[src/rtl/exp_sweep_ctrl.sv]
// rtl/exp_sweep_ctrl.sv - truth-table sweep and compare controller for a small boolean datapath
module exp_sweep_ctrl #(
    parameter  int N_IN  = 3,
    parameter  int DWELL = 2,
    localparam int TW    = 2 ** N_IN
) (
    input  logic            clk,
    input  logic            rst_n,
    input  logic            start,
    input  logic            abort,
    input  logic [TW-1:0]   expected,
    output logic [N_IN-1:0] vec_o,
    input  logic            y_i,
    output logic            busy,
    output logic            done,
    output logic [TW-1:0]   table_o,
    output logic            pass,
    output logic [N_IN-1:0] fail_idx
);

    typedef enum logic {
        S_IDLE = 1'b0,
        S_RUN  = 1'b1
    } state_t;

    localparam logic [7:0]      DW_LAST  = 8'(DWELL - 1);
    localparam logic [N_IN-1:0] VEC_LAST = N_IN'(TW - 1);

    state_t          r_state;
    logic [N_IN-1:0] r_vec;
    logic [7:0]      r_dwell;
    logic [TW-1:0]   r_table;
    logic [TW-1:0]   r_exp;
    logic            r_done;
    logic            r_pass;
    logic [N_IN-1:0] r_fail_idx;

    state_t          w_state_nxt;
    logic [N_IN-1:0] w_vec_nxt;
    logic [7:0]      w_dwell_nxt;
    logic [TW-1:0]   w_table_nxt;
    logic [TW-1:0]   w_exp_nxt;
    logic            w_done_nxt;
    logic            w_pass_nxt;
    logic [N_IN-1:0] w_fail_idx_nxt;
    logic [TW-1:0]   w_table_smp;
    logic [TW-1:0]   w_diff;
    logic [N_IN-1:0] w_first_miss;

    // Table as it will look once this edge's sample lands; pass/fail_idx judge this.
    always_comb begin
        w_table_smp        = r_table;
        w_table_smp[r_vec] = y_i;
    end

    assign w_diff = w_table_smp ^ r_exp;

    always_comb begin
        w_first_miss = '0;
        for (int i = TW - 1; i >= 0; i--) begin
            if (w_diff[i]) w_first_miss = N_IN'(i);
        end
    end

    always_comb begin
        w_state_nxt    = r_state;
        w_vec_nxt      = r_vec;
        w_dwell_nxt    = r_dwell;
        w_table_nxt    = r_table;
        w_exp_nxt      = r_exp;
        w_done_nxt     = 1'b0;
        w_pass_nxt     = r_pass;
        w_fail_idx_nxt = r_fail_idx;
        case (r_state)
            S_IDLE: begin
                if (start) begin
                    w_state_nxt    = S_RUN;
                    w_vec_nxt      = '0;
                    w_dwell_nxt    = '0;
                    w_table_nxt    = '0;
                    w_pass_nxt     = 1'b0;
                    w_fail_idx_nxt = '0;
                    w_exp_nxt      = expected;
                end
            end
            S_RUN: begin
                if (abort) begin
                    w_state_nxt = S_IDLE;
                    w_vec_nxt   = '0;
                    w_dwell_nxt = '0;
                    w_pass_nxt  = 1'b0;
                end else if (r_dwell < DW_LAST) begin
                    w_dwell_nxt = r_dwell + 8'd1;
                end else begin
                    w_dwell_nxt = '0;
                    w_table_nxt = w_table_smp;
                    if (r_vec == VEC_LAST) begin
                        w_state_nxt    = S_IDLE;
                        w_vec_nxt      = '0;
                        w_done_nxt     = 1'b1;
                        w_pass_nxt     = (w_diff == '0);
                        w_fail_idx_nxt = w_first_miss;
                    end else begin
                        w_vec_nxt = r_vec + 1'b1;
                    end
                end
            end
            default: w_state_nxt = S_IDLE;
        endcase
    end

    always_ff @(posedge clk or negedge rst_n) begin
        if (!rst_n) begin
            r_state    <= S_IDLE;
            r_vec      <= '0;
            r_dwell    <= '0;
            r_table    <= '0;
            r_exp      <= '0;
            r_done     <= 1'b0;
            r_pass     <= 1'b0;
            r_fail_idx <= '0;
        end else begin
            r_state    <= w_state_nxt;
            r_vec      <= w_vec_nxt;
            r_dwell    <= w_dwell_nxt;
            r_table    <= w_table_nxt;
            r_exp      <= w_exp_nxt;
            r_done     <= w_done_nxt;
            r_pass     <= w_pass_nxt;
            r_fail_idx <= w_fail_idx_nxt;
        end
    end

    assign vec_o    = r_vec;
    assign busy     = (r_state == S_RUN);
    assign done     = r_done;
    assign table_o  = r_table;
    assign pass     = r_pass;
    assign fail_idx = r_fail_idx;

endmodule

[config.mk]
export PLATFORM = sky130hd
export DESIGN_NAME = exp_sweep_ctrl
export DESIGN_NICKNAME = d
export VERILOG_FILES = /design/src/rtl/exp_sweep_ctrl.sv
export SDC_FILE = /design/constraint.sdc
export NUM_CORES = 1
export LEC_CHECK = 0
export CAP_MARGIN = 40
export CORE_UTILIZATION = 60
export DETAILED_ROUTE_END_ITERATION = 7
export DONT_BUFFER_PORTS = 1
export GPL_TIMING_DRIVEN = 0
export PLACE_DENSITY = 0.88
export SLEW_MARGIN = 20
export SYNTH_ARGS = -nofsm -noshare
export SYNTH_HDL_FRONTEND = slang
export SYNTH_SLANG_ARGS = --single-unit
[constraint.sdc]
create_clock -name clk -period 4.9 [get_ports clk]
set_input_delay 0.98 -clock clk [delete_from_list [all_inputs] [get_ports clk]]
set_output_delay 0.98 -clock clk [all_outputs]
set_load 0.005 [all_outputs]
==> flow_metrics.env, run 1 <==
# implementation run metrics
export IMPL_status="complete, no violations"
export IMPL_drt_pass1_iter_count=4
export IMPL_dp_worst_setup_slack_ps=2520
export IMPL_clkbuf_count=7
export IMPL_setup_tns_ps=0
export IMPL_logic_gate_count=118
export IMPL_cp_start_kind="flip-flop"
export IMPL_flop_count=33
export IMPL_cp_data_arrival_time_ps=2580
export IMPL_cts_setup_buffers=0
export IMPL_cts_tree="built"
export IMPL_synthTopCellsByArea="dfrtp_1 (47%), mux2_2 (5.8%), a22o_1 (4.0%)"
export IMPL_diodes=0
export IMPL_fp_utilization_pct=63.4
export IMPL_synth_most_common_cell="dfrtp_1"
export IMPL_r2r_end="fail_idx[2]"
export IMPL_nFillCells=207
export IMPL_synthFlopType="dfrtp_1"
export IMPL_root_buffer="clkbuf_4"
export IMPL_synth_flops=33
export IMPL_areaGrowthSynthToFinish_pct=6.22
export IMPL_drv_slew=0
export IMPL_clock_sinks=33
export IMPL_tightest_slew_ps=535
export IMPL_nonClockInverterCount=6
export IMPL_stdcell_area_um2=1860
export IMPL_final_cells=202
export IMPL_ir_drop_mv=0.349
export IMPL_place_gp_congestion=0.863
export IMPL_setup_viol=0
export IMPL_place_inst=194
export IMPL_period_minus_slack_ps=2310
export IMPL_flop_area_um2=826
export IMPL_netlist_top_cell_by_area="dfrtp_1"
export IMPL_r2r_worst_path_cells=6
export IMPL_dpl_instance_area_um2=1790
export IMPL_via_per_inst=6.18
export IMPL_grt_start_max_net_pins=34
export IMPL_ctsResizeCount=0
export IMPL_lay_top_count="dfrtp_1"
export IMPL_relSlewSlack_pct=64.2
export IMPL_timing_hold_violations_final=0
export IMPL_combGateArea_um2=858
export IMPL_ys_types=46
export IMPL_floorplan_nets=180
export IMPL_comb_power_share_pct=31.5
export IMPL_lay_top_cells="dfrtp_1 (33), nand2_1 (14), o21ai_0 (10), nor2_1 (10), mux2_2 (9)"
export IMPL_drt_iter0_drc=34
export IMPL_overflow=0
export IMPL_r2r_start="vec_o[0]"
export IMPL_p_per_area_nw_per_um2=436
export IMPL_endpoint="fail_idx[2]"
export IMPL_critical_path_class="reg -> reg"
export IMPL_top_area_share_pct=47.2
export IMPL_async_reset_ff_share_pct=100
export IMPL_crit_start="vec_o[0]"
export IMPL_route_antenna_remaining_nets=0
export IMPL_max_freq_mhz=433
[run 1: metal layers]
layer | vias up | routed length (um) | part of all wire (%)
li1 | 589 | - | -
met1 | 589 | 1390 | 41
met2 | 55 | 1640 | 48
met3 | 16 | 280 | 8.2
met4 | 0 | 109 | 3.2
met5 | - | 0 | 0
[run 1: cells by family after synthesis]
| kind of cell | count (synthesis) | synth area share, % |
|---|---|---|
| AOI/OAI and AO/OA | 34 | 14.1 |
| adders and majority gates | 4 | 2.86 |
| buffers and inverters | 12 | 3.72 |
| xor gates and xnor gates | 10 | 5.01 |
| DFF | 33 | 47.2 |
| muxes | 16 | 9.80 |
| and+or+nand+nor | 54 | 17.3 |
==> run_1/layer_met2.png <==
Scale: 8 px per um.
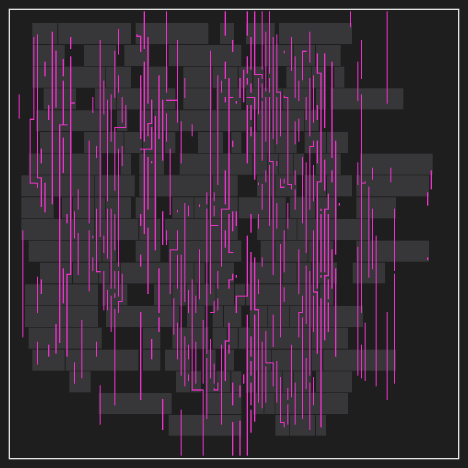
- main direction: vertical
- share of all routed wire: 48%
- longest straight run: 30.3 um
- wire length on this layer: 1640 um
- nets with wire on the layer: 160
WL final: 3.42 mm
via count of the routed design: 1249

==> run_1/metal_density.png <==
Scale: 6 px per um. 11 x 11 tiles, from dark blue (low) to red (high), scaled to the fullest tile. Values are wire area over tile area, all layers added.
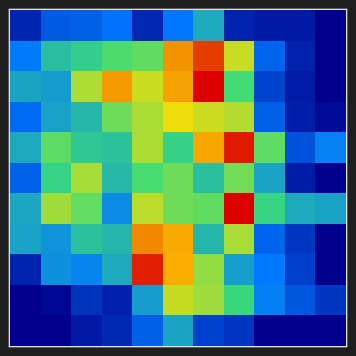
- nearly empty tiles: 11%
- fullest tile: 0.49
- tiles over half the peak: 32%
- mean over tiles: 0.18
GRT Total Usage: 25.0%
drt wl/cell: 16.9 um

==> run_1/io_placement.png <==
Scale: 8 px per um. Pins as bars across the die edge, other pins in gray.
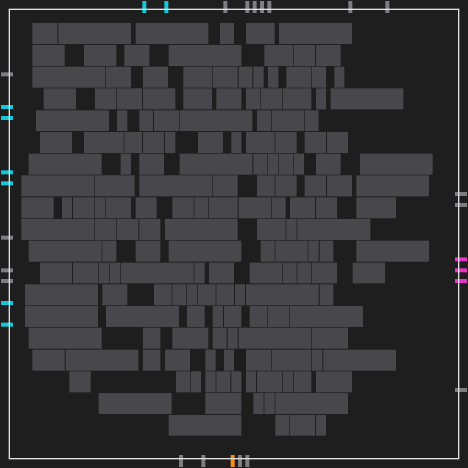
- orange: start (pins 1; direction input; edge bottom)
- magenta: vec_o (pins 3; direction output; edge right)
- cyan: expected (pins 8; direction input; edge 6 left, 2 top)
- all pins by edge: 10 left, 9 top, 6 right, 5 bottom

==> run 2: changes to the inputs <==
==> constraint.sdc (replaced) <==
create_clock -name clk -period 2.3 [get_ports clk]
set_input_delay 0.46 -clock clk [delete_from_list [all_inputs] [get_ports clk]]
set_output_delay 0.46 -clock clk [all_outputs]
set_load 0.005 [all_outputs]
==> run_2/io_placement.png <==
Scale: 8 px per um. Pins as bars across the die edge, other pins in gray.
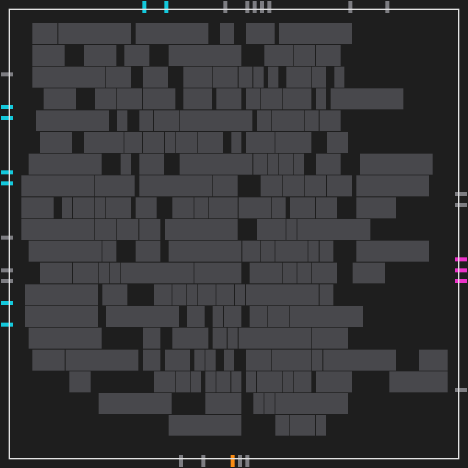
- orange: start (pins 1; direction input; edge bottom)
- cyan: expected (pins 8; direction input; edge 6 left, 2 top)
- magenta: vec_o (pins 3; direction output; edge right)
- all pins by edge: 10 left, 9 top, 6 right, 5 bottom
die width: 56.0 um
port buffer count: 0
chip height: 56.0 um

==> run_2/metal_density.png <==
Scale: 6 px per um. 11 x 11 tiles, from dark blue (low) to red (high), scaled to the fullest tile. Values are wire area over tile area, all layers added.
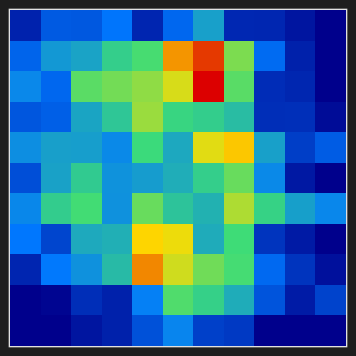
- nearly empty tiles: 9.9%
- tiles over half the peak: 21%
- mean over tiles: 0.19
- fullest tile: 0.61
- densest ninth of the die: top middle

==> run_2/congestion.png <==
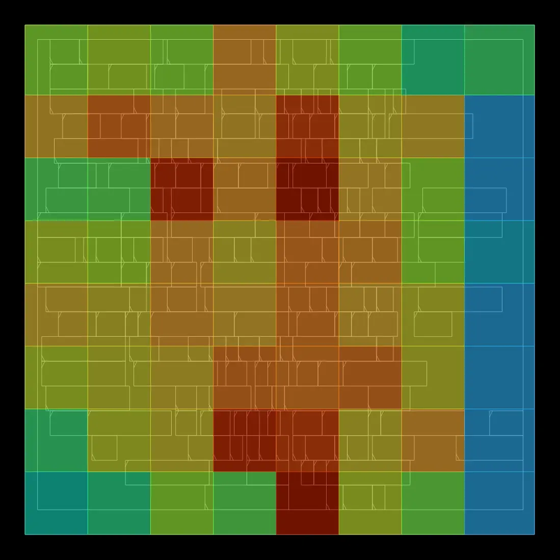
layer with the highest usage: met2
drt wl/cell: 17.0 um
met1 Track Usage GR: 29.5%

==> flow_metrics.env, run 2 <==
# implementation run metrics
export IMPL_ir_drop_mv=0.745
export IMPL_nonClockInverterCount=6
export IMPL_setup_viol=0
export IMPL_cts_tree="built"
export IMPL_lay_top_count="dfrtp_1"
export IMPL_flop_count=33
export IMPL_dpl_instance_area_um2=1790
export IMPL_r2r_end="fail_idx[2]"
export IMPL_flop_area_um2=826
export IMPL_stdcell_area_um2=1920
export IMPL_synthFlopType="dfrtp_1"
export IMPL_nFillCells=195
export IMPL_synth_flops=33
export IMPL_clkbuf_count=7
export IMPL_drt_pass1_iter_count=4
export IMPL_floorplan_nets=180
export IMPL_via_per_inst=6.21
export IMPL_fp_utilization_pct=63.4
export IMPL_highest_layer="met4"
export IMPL_met3_length_um=301
export IMPL_wl_met1_mm=1.43
export IMPL_status="complete, no violations"
export IMPL_drt_iter0_drc=39
export IMPL_r2r_worst_path_cells=7
export IMPL_logic_gate_count=118
export IMPL_cp_start_kind="flip-flop"
export IMPL_ys_types=46
export IMPL_relSlewSlack_pct=63.6
export IMPL_grt_start_max_net_pins=34
export IMPL_max_freq_mhz=451
export IMPL_period_minus_slack_ps=2220
export IMPL_critical_path_class="reg -> reg"
export IMPL_clock_sinks=33
export IMPL_root_buffer="clkbuf_4"
export IMPL_place_inst=194
export IMPL_dr_wl_met2_mm=1.68
export IMPL_comb_power_share_pct=32.9
export IMPL_cp_data_arrival_time_ps=2490
export IMPL_ctsResizeCount=0
export IMPL_wl_mm=3.52
export IMPL_synthTopCellsByArea="dfrtp_1 (47%), mux2_2 (5.8%), a22o_1 (4.0%)"
export IMPL_dp_worst_setup_slack_ps=51.1
==> run 2: cells by family (layout without fill, tap and decap cells) <==
logic type,count (synthesis),count (layout),synth area share (%)
AOI/OAI and AO/OA,34,34,14.1
muxes,16,16,9.80
adders and majority gates,4,4,2.86
xor gates and xnor gates,10,10,5.01
buffers and inverters,12,25,3.72
DFF,33,33,47.2
and+or+nand+nor,54,54,17.3
==> run 2: how the worst max path moves through the flow <==
stage                     startpoint     endpoint  depth (start not counted)
after global placement      vec_o[0]  fail_idx[2]                          6
after global routing        vec_o[2]  fail_idx[2]                          7
after floorplan             vec_o[0]  fail_idx[2]                          6
final                       vec_o[2]  fail_idx[2]                          7
after detailed placement    vec_o[0]         pass                          6
after CTS                   vec_o[0]  fail_idx[2]                          6
==> run 3: changes to the inputs <==
--- a/config.mk
+++ b/config.mk
@@ -5,12 +5,13 @@
 export SDC_FILE = /design/constraint.sdc
 export NUM_CORES = 1
 export LEC_CHECK = 0
+export ABC_CLOCK_PERIOD_IN_PS = 2300
 export CAP_MARGIN = 40
-export CORE_UTILIZATION = 60
+export CORE_UTILIZATION = 45
 export DETAILED_ROUTE_END_ITERATION = 7
 export DONT_BUFFER_PORTS = 1
 export GPL_TIMING_DRIVEN = 0
-export PLACE_DENSITY = 0.88
+export PLACE_DENSITY = 0.72
 export SLEW_MARGIN = 20
 export SYNTH_ARGS = -nofsm -noshare
 export SYNTH_HDL_FRONTEND = slang
==> run_3/layer_met3.png <==
Scale: 8 px per um.
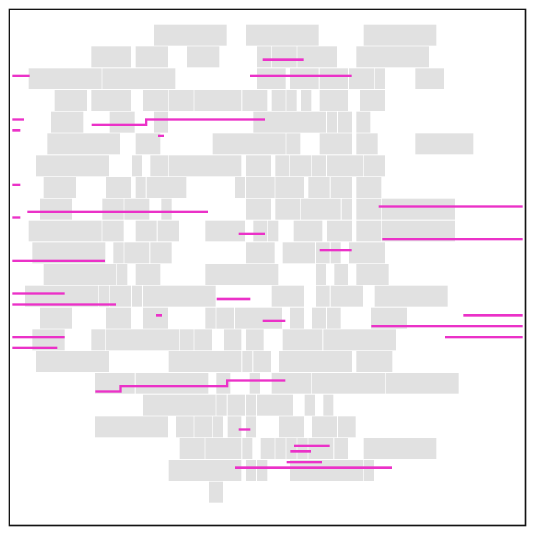
- share of all routed wire: 7.3%
- longest straight run: 22.3 um
- nets with wire on the layer: 23

==> run_3/congestion.png <==
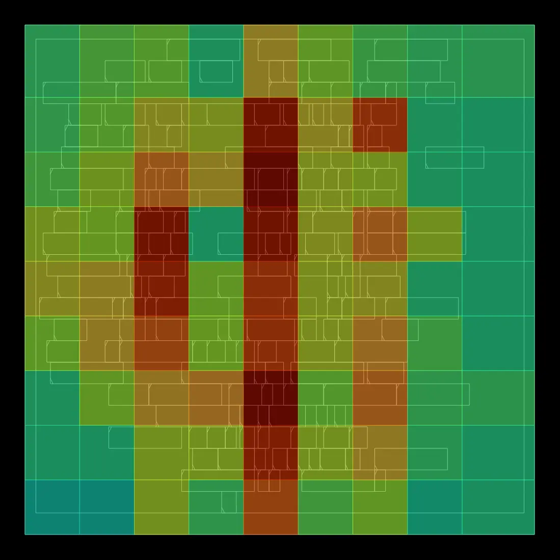
GRT Total Usage: 18.3%
met1 Track Usage GR: 21.9%

==> run_3/metal_density.png <==
Scale: 6 px per um. 13 x 13 tiles, from dark blue (low) to red (high), scaled to the fullest tile. Values are wire area over tile area, all layers added.
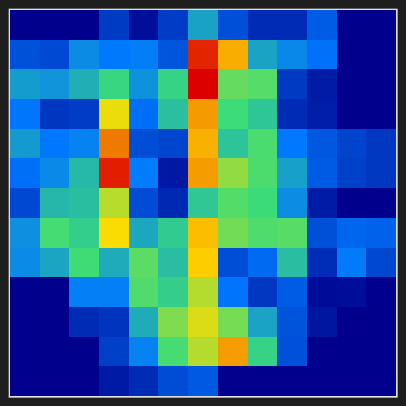
via count of the routed design: 1234
drt wl/cell: 15.4 um
WL final: 3.40 mm

==> flow_metrics.env, run 3 <==
# implementation run metrics
export IMPL_max_freq_mhz=457
export IMPL_r2r_end="fail_idx[1]"
export IMPL_dr_wl_met2_mm=1.56
export IMPL_fa_ha_area_share_pct=2.86
export IMPL_via_per_inst=5.58
export IMPL_mux_share_pct=9.80
export IMPL_status="complete, no violations"
export IMPL_critical_path_class="reg -> reg"
export IMPL_setup_viol=0
export IMPL_crit_start="vec_o[0]"
export IMPL_synthFlopType="dfrtp_1"
export IMPL_nonClockInverterCount=6
export IMPL_drt_iter0_drc=43
export IMPL_cp_data_arrival_time_ps=2350
export IMPL_wl_met1_mm=1.49
export IMPL_ir_drop_mv=0.557
export IMPL_ys_sh_aoi_pct=14.1
export IMPL_flop_area_um2=826
export IMPL_cts_tree="built"
export IMPL_synthSimpleGateAreaFrac_pct=17.3
export IMPL_comb_power_share_pct=30.8
export IMPL_floorplan_nets=180
export IMPL_period_minus_slack_ps=2190
export IMPL_setup_tns_ps=0
export IMPL_r2r_worst_path_cells=7
export IMPL_r2r_start="vec_o[0]"
export IMPL_areaGrowthSynthToFinish_pct=12.5
export IMPL_top_logic_kind="simple AND/OR/NAND/NOR gates"
export IMPL_cts_setup_buffers=0
export IMPL_synth_most_common_cell="dfrtp_1"
export IMPL_dp_worst_setup_slack_ps=76.0
export IMPL_drv_slew=0
export IMPL_endpoint="fail_idx[1]"
export IMPL_nFillCells=326
export IMPL_overflow=0
export IMPL_async_reset_ff_share_pct=100
export IMPL_synthTopCellsByArea="dfrtp_1 (47%), mux2_2 (5.8%), a22o_1 (4.0%)"
export IMPL_tightest_slew_ps=527
export IMPL_place_gp_congestion=0.898
export IMPL_drt_pass1_iter_count=4
run 3: cell counts after synthesis:
Identical to the previous run, type by type.
run 3: metrics by stage:
stage / instances / utilization (%) / hold WS [ps] / area [um2]
detailed placement: 211 / 49.1 / 165 / 1810
global route: 221 / 53.4 / 311 / 1970
global placement: 211 / 49.1 / 165 / 1810
floorplan: 163 / - / 164 / 1750
finish: 221 / 53.4 / 319 / 1970
CTS: 221 / 52.6 / 312 / 1940
run 3: critical path, stage by stage, from the launching register on:
cell	delay [ps]
dfrtp_1	490
buf_6	190
or3b_4	400
mux2i_1	270
xnor2_2	180
nor2b_1	110
a211oi_1	320
o21ai_1	110
run 3: timing repair:
action	in CTS	in global routing
gates resized	0	5
hold buffers	2	0
hold endpoints to repair	33	0
setup endpoints to repair	0	11
